**config.mk**
```make
export PLATFORM = sky130hd
export DESIGN_NAME = control_wall
export DESIGN_NICKNAME = d
export VERILOG_FILES = /design/src/rtl/control_wall.sv
export SDC_FILE = /design/constraint.sdc
export NUM_CORES = 1
export LEC_CHECK = 0
export ABC_CLOCK_PERIOD_IN_PS = 2700
export CAP_MARGIN = 20
export CORE_ASPECT_RATIO = 0.75
export CORE_UTILIZATION = 40
export CTS_CLUSTER_DIAMETER = 30
export DETAILED_ROUTE_END_ITERATION = 7
export DONT_BUFFER_PORTS = 1
export GPL_ROUTABILITY_DRIVEN = 1
export GPL_TIMING_DRIVEN = 0
export PLACE_DENSITY = 0.65
export SYNTH_ARGS = -nofsm -noshare
export SYNTH_HDL_FRONTEND = slang
export SYNTH_SLANG_ARGS = --single-unit
```
**constraint.sdc**
```tcl
create_clock -name clk -period 2.7 [get_ports clk]
set_input_delay 0.405 -clock clk [delete_from_list [all_inputs] [get_ports clk]]
set_output_delay 0.405 -clock clk [all_outputs]
set_load 0.01 [all_outputs]
```
**src/rtl/control_wall.sv**
```systemverilog
// Scrolling-wall sequencer: each frame it erases the wall, moves it left, and
// redraws it with a hole, sharing the VGA plot port through a req/gnt handshake.
module control_wall #(
   parameter int          SCREEN_W     = 160,
   parameter int          SCREEN_H     = 120,
   parameter int          WALL_X_START = 100,
   parameter int          WALL_X_SPEED = 4,
   parameter int          WALL_WIDTH   = 10,
   parameter int          HOLE_HEIGHT  = 50,
   parameter logic [2:0]  WALL_COLOUR  = 3'b100,
   parameter logic [2:0]  BG_COLOUR    = 3'b111,
   parameter logic [7:0]  LFSR_SEED    = 8'hA5
) (
   input  logic       clk,
   input  logic       reset,
   input  logic       frame_tick,
   input  logic       enable,
   input  logic       gnt,
   output logic       req,
   output logic       plot,
   output logic [7:0] x_out,
   output logic [6:0] y_out,
   output logic [2:0] colour_out,
   output logic [7:0] wall_x,
   output logic [6:0] hole_y,
   output logic       wall_passed,
   output logic       busy
);

   typedef enum logic [2:0] {
      S_IDLE,
      S_REQ,
      S_ERASE,
      S_UPDATE,
      S_DRAW,
      S_RELEASE
   } state_t;

   localparam logic [7:0] COL_LAST   = 8'(WALL_WIDTH - 1);
   localparam logic [6:0] ROW_LAST   = 7'(SCREEN_H - 1);
   localparam logic [7:0] SPEED      = 8'(WALL_X_SPEED);
   localparam logic [7:0] WRAP_X     = 8'(SCREEN_W - WALL_WIDTH);
   localparam logic [7:0] START_X    = 8'(WALL_X_START);
   localparam logic [6:0] HOLE_RANGE = 7'(SCREEN_H - HOLE_HEIGHT);
   localparam logic [6:0] HOLE_INIT  = 7'((SCREEN_H - HOLE_HEIGHT) / 2);
   localparam logic [7:0] HOLE_SPAN  = 8'(HOLE_HEIGHT);
   localparam logic [7:0] SCREEN_W8  = 8'(SCREEN_W);

   state_t     state_q, state_d;
   logic [7:0] cx_q, cx_d;
   logic [6:0] cy_q, cy_d;
   logic [7:0] wall_x_q, wall_x_d;
   logic [6:0] hole_y_q, hole_y_d;
   logic [7:0] lfsr_q, lfsr_d;
   logic       wall_passed_q, wall_passed_d;

   logic [7:0] lfsr_step;
   logic [6:0] lfsr_r;
   logic       in_scan;
   logic       in_hole;
   logic [7:0] x_pix;
   logic [7:0] cy_ext;
   logic [7:0] hole_lo;
   logic [7:0] hole_hi;

   always_comb begin
      // NOTE: every variable gets a default before the case so no path infers a latch.
      state_d       = state_q;
      cx_d          = cx_q;
      cy_d          = cy_q;
      wall_x_d      = wall_x_q;
      hole_y_d      = hole_y_q;
      lfsr_d        = lfsr_q;
      wall_passed_d = 1'b0;
      lfsr_step     = {lfsr_q[6:0], lfsr_q[7] ^ lfsr_q[5] ^ lfsr_q[4] ^ lfsr_q[3]};
      lfsr_r        = lfsr_step[6:0];

      unique case (state_q)
         S_IDLE: begin
            if (frame_tick && enable) state_d = S_REQ;
         end
         S_REQ: begin
            if (gnt) begin
               cx_d    = '0;
               cy_d    = '0;
               state_d = S_ERASE;
            end
         end
         S_ERASE, S_DRAW: begin
            // Scan only advances while the arbiter grants the port.
            if (gnt) begin
               if (cx_q == COL_LAST) begin
                  cx_d = '0;
                  if (cy_q == ROW_LAST) begin
                     cy_d    = '0;
                     state_d = (state_q == S_ERASE) ? S_UPDATE : S_RELEASE;
                  end else begin
                     cy_d = cy_q + 7'd1;
                  end
               end else begin
                  cx_d = cx_q + 8'd1;
               end
            end
         end
         S_UPDATE: begin
            if (wall_x_q >= SPEED) begin
               wall_x_d = wall_x_q - SPEED;
            end else begin
               wall_x_d      = WRAP_X;
               wall_passed_d = 1'b1;
               lfsr_d        = lfsr_step;
               hole_y_d      = (lfsr_r < HOLE_RANGE) ? lfsr_r : lfsr_r - HOLE_RANGE;
            end
            cx_d    = '0;
            cy_d    = '0;
            state_d = S_DRAW;
         end
         S_RELEASE: begin
            state_d = S_IDLE;
         end
         default: begin
            state_d = S_IDLE;
         end
      endcase
   end

   always_ff @(posedge clk or posedge reset) begin
      // NOTE: sequential state uses non-blocking assignments only, so every flop
      // samples the pre-edge values regardless of statement order.
      if (reset) begin
         state_q       <= S_IDLE;
         cx_q          <= '0;
         cy_q          <= '0;
         wall_x_q      <= START_X;
         hole_y_q      <= HOLE_INIT;
         lfsr_q        <= LFSR_SEED;
         wall_passed_q <= 1'b0;
      end else begin
         state_q       <= state_d;
         cx_q          <= cx_d;
         cy_q          <= cy_d;
         wall_x_q      <= wall_x_d;
         hole_y_q      <= hole_y_d;
         lfsr_q        <= lfsr_d;
         wall_passed_q <= wall_passed_d;
      end
   end

   // Pixel outputs decode straight from state and counters: no added latency.
   always_comb begin
      in_scan    = (state_q == S_ERASE) || (state_q == S_DRAW);
      x_pix      = wall_x_q + cx_q;
      cy_ext     = {1'b0, cy_q};
      hole_lo    = {1'b0, hole_y_q};
      hole_hi    = hole_lo + HOLE_SPAN;
      in_hole    = (cy_ext >= hole_lo) && (cy_ext < hole_hi);
      x_out      = in_scan ? x_pix : 8'd0;
      y_out      = in_scan ? cy_q : 7'd0;
      colour_out = (state_q == S_ERASE) ? BG_COLOUR :
                   (state_q == S_DRAW)  ? WALL_COLOUR : 3'b000;
      plot       = gnt && in_scan && (x_pix < SCREEN_W8) &&
                   !((state_q == S_DRAW) && in_hole);
   end

   assign req         = (state_q == S_REQ) || (state_q == S_ERASE) ||
                        (state_q == S_UPDATE) || (state_q == S_DRAW);
   assign busy        = (state_q != S_IDLE);
   assign wall_x      = wall_x_q;
   assign hole_y      = hole_y_q;
   assign wall_passed = wall_passed_q;

endmodule

```
Fig. 1: cell classes on the final placement
Drawn at 4 px/µm.
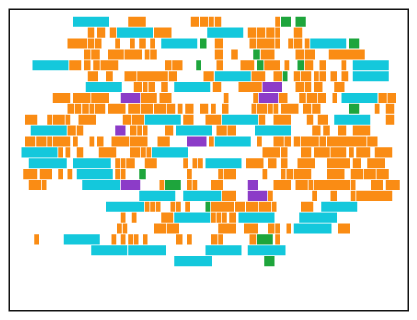
- cyan: flip-flops (cells 40; share of their area 33%)
- purple: clock drivers and dummy loads (cells 8; share of their area 3.2%)
- orange: all other logic (cells 267; share of their area 60%)
- green: other buffers and delay cells (cells 15; share of their area 3.2%)

==> results.json <==
{
  "outcome": "complete, but fails checks",
  "failed_checks": "setup timing",
  "portBuffers": 0,
  "maxSlewViolCount": 0,
  "top_area_cell": "dfrtp_1",
  "core_um2": 6830,
  "drc": 0,
  "vdd_ir_drop_max_v": 0.000492,
  "syn_nets": 352,
  "worst-r2r-setup-slack_ns": 0.68,
  "die-width_um": 99.4,
  "clkbuf_count": 6,
  "fillers": 660,
  "ys_top_cells_by_count": "nand2_1 (43), dfrtp_1 (31), ha_1 (26)",
  "ys_sh_aoi_pct": 15.3,
  "crit_path_top_delay_cell": "dfstp_2",
  "numCtsBuffers": 5,
  "gr-total-overflow": 0,
  "avgSynthCellArea_um2": 8.86,
  "syn_to_final_growth_pct": 11.2,
  "routed-wl-met2_mm": 2.89,
  "taps": 84,
  "final_area_um2": 3160,
  "worstPathMaxFanout": 5,
  "mux_area_share_pct": 0.704,
  "routabilityCongestion": 0.772,
  "cp.arrival_ns": 2.46,
  "rr_endpoint": "cy_q[5]",
  "largest_class": "multi-input combinational cells",
  "syn_inst": 321,
  "rsz0062_at_grt": "true",
  "max_stage_delay_ns": 0.64,
  "logic_area_um2": 1770,
  "ys_ff": 40,
  "criticalPathCategory": "reg -> out",
  "place_hpwl_mm": 4.73,
  "edf_count": 0,
  "flops": 40,
  "internal-power_uw": 1300,
  "maxClockFrequency_ghz": 0.350,
  "tool_warnings": 31,
  "clk_pin_slew_ns": 0.08,
  "ant_nets": 0,
  "lay_top_count": "nand2_1",
  "period_used_pct": 106,
  "ctsResizeCount": 11,
  "rr_worst_depth": 7,
  "first_pass_iters": 4,
  "fin_ws_ns": -0.160,
  "grt_pass1_wl_mm": 10.4,
  "post_cts_buffers": 1,
  "worstMarginPinSlew_ns": 0.860,
  "seqPwrFrac_pct": 36.8,
  "seq_share_pct": 32.1,
  "met1_length_mm": 3.45,
  "ys_types": 65,
  "critPathBufInv": 1,
  "n_antenna_cell": 0,
  "required_ns": 2.30,
  "buffers_excl_clock": 15,
  "final_nets": 360,
  "ff_latch_area_um2": 1010,
  "rows": 26,
  "vias_per_cell": 5.48,
  "postSynth.asyncResetShare_pct": 100,
  "drt_iter0_drc": 119,
  "comb_share_pct": 56.1,
  "htree_levels": 2,
  "clock_skew_ns": 0.0158,
  "most-common-layout-cells": "nand2_1 (43), dfrtp_1 (30), ha_1 (23), nor2_1 (22), inv_1 (17)",
  "leakage_uw": 0.00145,
  "ys_area_um2": 2840,
  "placed_area_um2": 2950,
  "dp_cells": 405,
  "end_kind": "output pin",
  "final_hold_viol_count": 0,
  "ys.flop_type": "dfrtp_1",
  "cts_root_buffer": "clkbuf_8",
  "comb_cells": 247,
  "inv_count": 20,
  "r2r-start": "cx_q[1]",
  "first_global_vias": 2038,
  "synth.yosys.warnings": 0,
  "cts_tree": "yes",
  "top_logic_kind": "simple AND/OR/NAND/NOR gates",
  "cp.depth": 7,
  "whs_ns": 0.155,
  "total_power_uw": 2350,
  "cap_violations": 0,
  "buffer_area_share_pct": 3.05,
  "final_cells": 414,
  "clk_latency_ns": 0.31,
  "grt_max_degree": 41,
  "ctsLongestPathBuffers": 2,
  "hp-class": "in -> async",
  "synth_area_um2": 2840,
  "fin_crit_ns": 2.86,
  "cts_sinks": 40,
  "dp_slack_ns": -0.172,
  "initCoreUtil_pct": 41.6,
  "ctsHoldBuffers": 0,
  "top_cell": "nand2_1",
  "top_layer": "met4",
  "endpoint": "plot",
  "startpoint": "hole_y[1]",
  "path_cells": "inv_1 > ha_1 > or3b_4 > a21oi_4 > a2111oi_4 > o21ai_1 > o221a_2",
  "antenna_found_initial": 0,
  "ios": 42,
  "slew-limit-headroom_pct": 42.6,
  "simple_gate_area_share_pct": 24.3,
  "die_h_um": 75.0,
  "tns_ns": -0.160,
  "setup_viol": 1,
  "crit_family": "AND-OR/OR-AND gates",
  "p_sw_share_pct": 44.8,
  "drive_gt1_share_pct": 19.4,
  "yosys_cells": 321,
  "utilization_pct": 46.3,
  "area_leaders": "dfrtp_1 (27%), ha_1 (11%), dfstp_2 (8.3%), nand2_1 (5.7%), xnor2_1 (4.0%)",
  "combPwrFrac_pct": 44.3,
  "ys_seq_share_pct": 35.6,
  "clkPwrFrac_pct": 18.9,
  "critPathLaunchType": "register"
}
Fig. 2: signal metal coverage by tile
Drawn at 4 px/µm. 20 x 15 tiles, from dark purple (low) to yellow (high), scaled to the fullest tile. Values are wire area over tile area, all layers added.
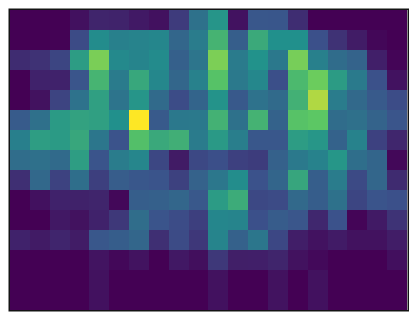
- fullest tile: 0.55
- mean over tiles: 0.14
- nearly empty tiles: 20%
routed length per placed instance: 16.0 µm
all-layer global routing usage: 18.1%
Vias: 2269
drt total wl: 6.63 mm

## sequential cells by signal (all words and copies together) (netlist names)
name and cells:
cy_q 7, state_q 3, wall_x 7, wall_passed 1, lfsr_q 7, hole_y 7, cx_q 8
## power by group through the flow
stage	Combinational [µW]	Sequential (µW)	Clock, µW
2_1_floorplan	789	832	0
3_3_place_gp	972	868	0
3_5_place_dp	990	871	0
4_1_cts	1010	861	453
5_1_grt	1170	881	479
6_report	1040	863	444
## layer usage
| layer | global-route usage, % | up-vias |
|---|---|---|
| met5 | 0 | - |
| met4 | 4.41 | 0 |
| met2 | 26.3 | 38 |
| met1 | 27.4 | 1093 |
| met3 | 3.90 | 8 |
| li1 | - | 1130 |
No activity file was given, so power comes from the tool's default toggle rates.
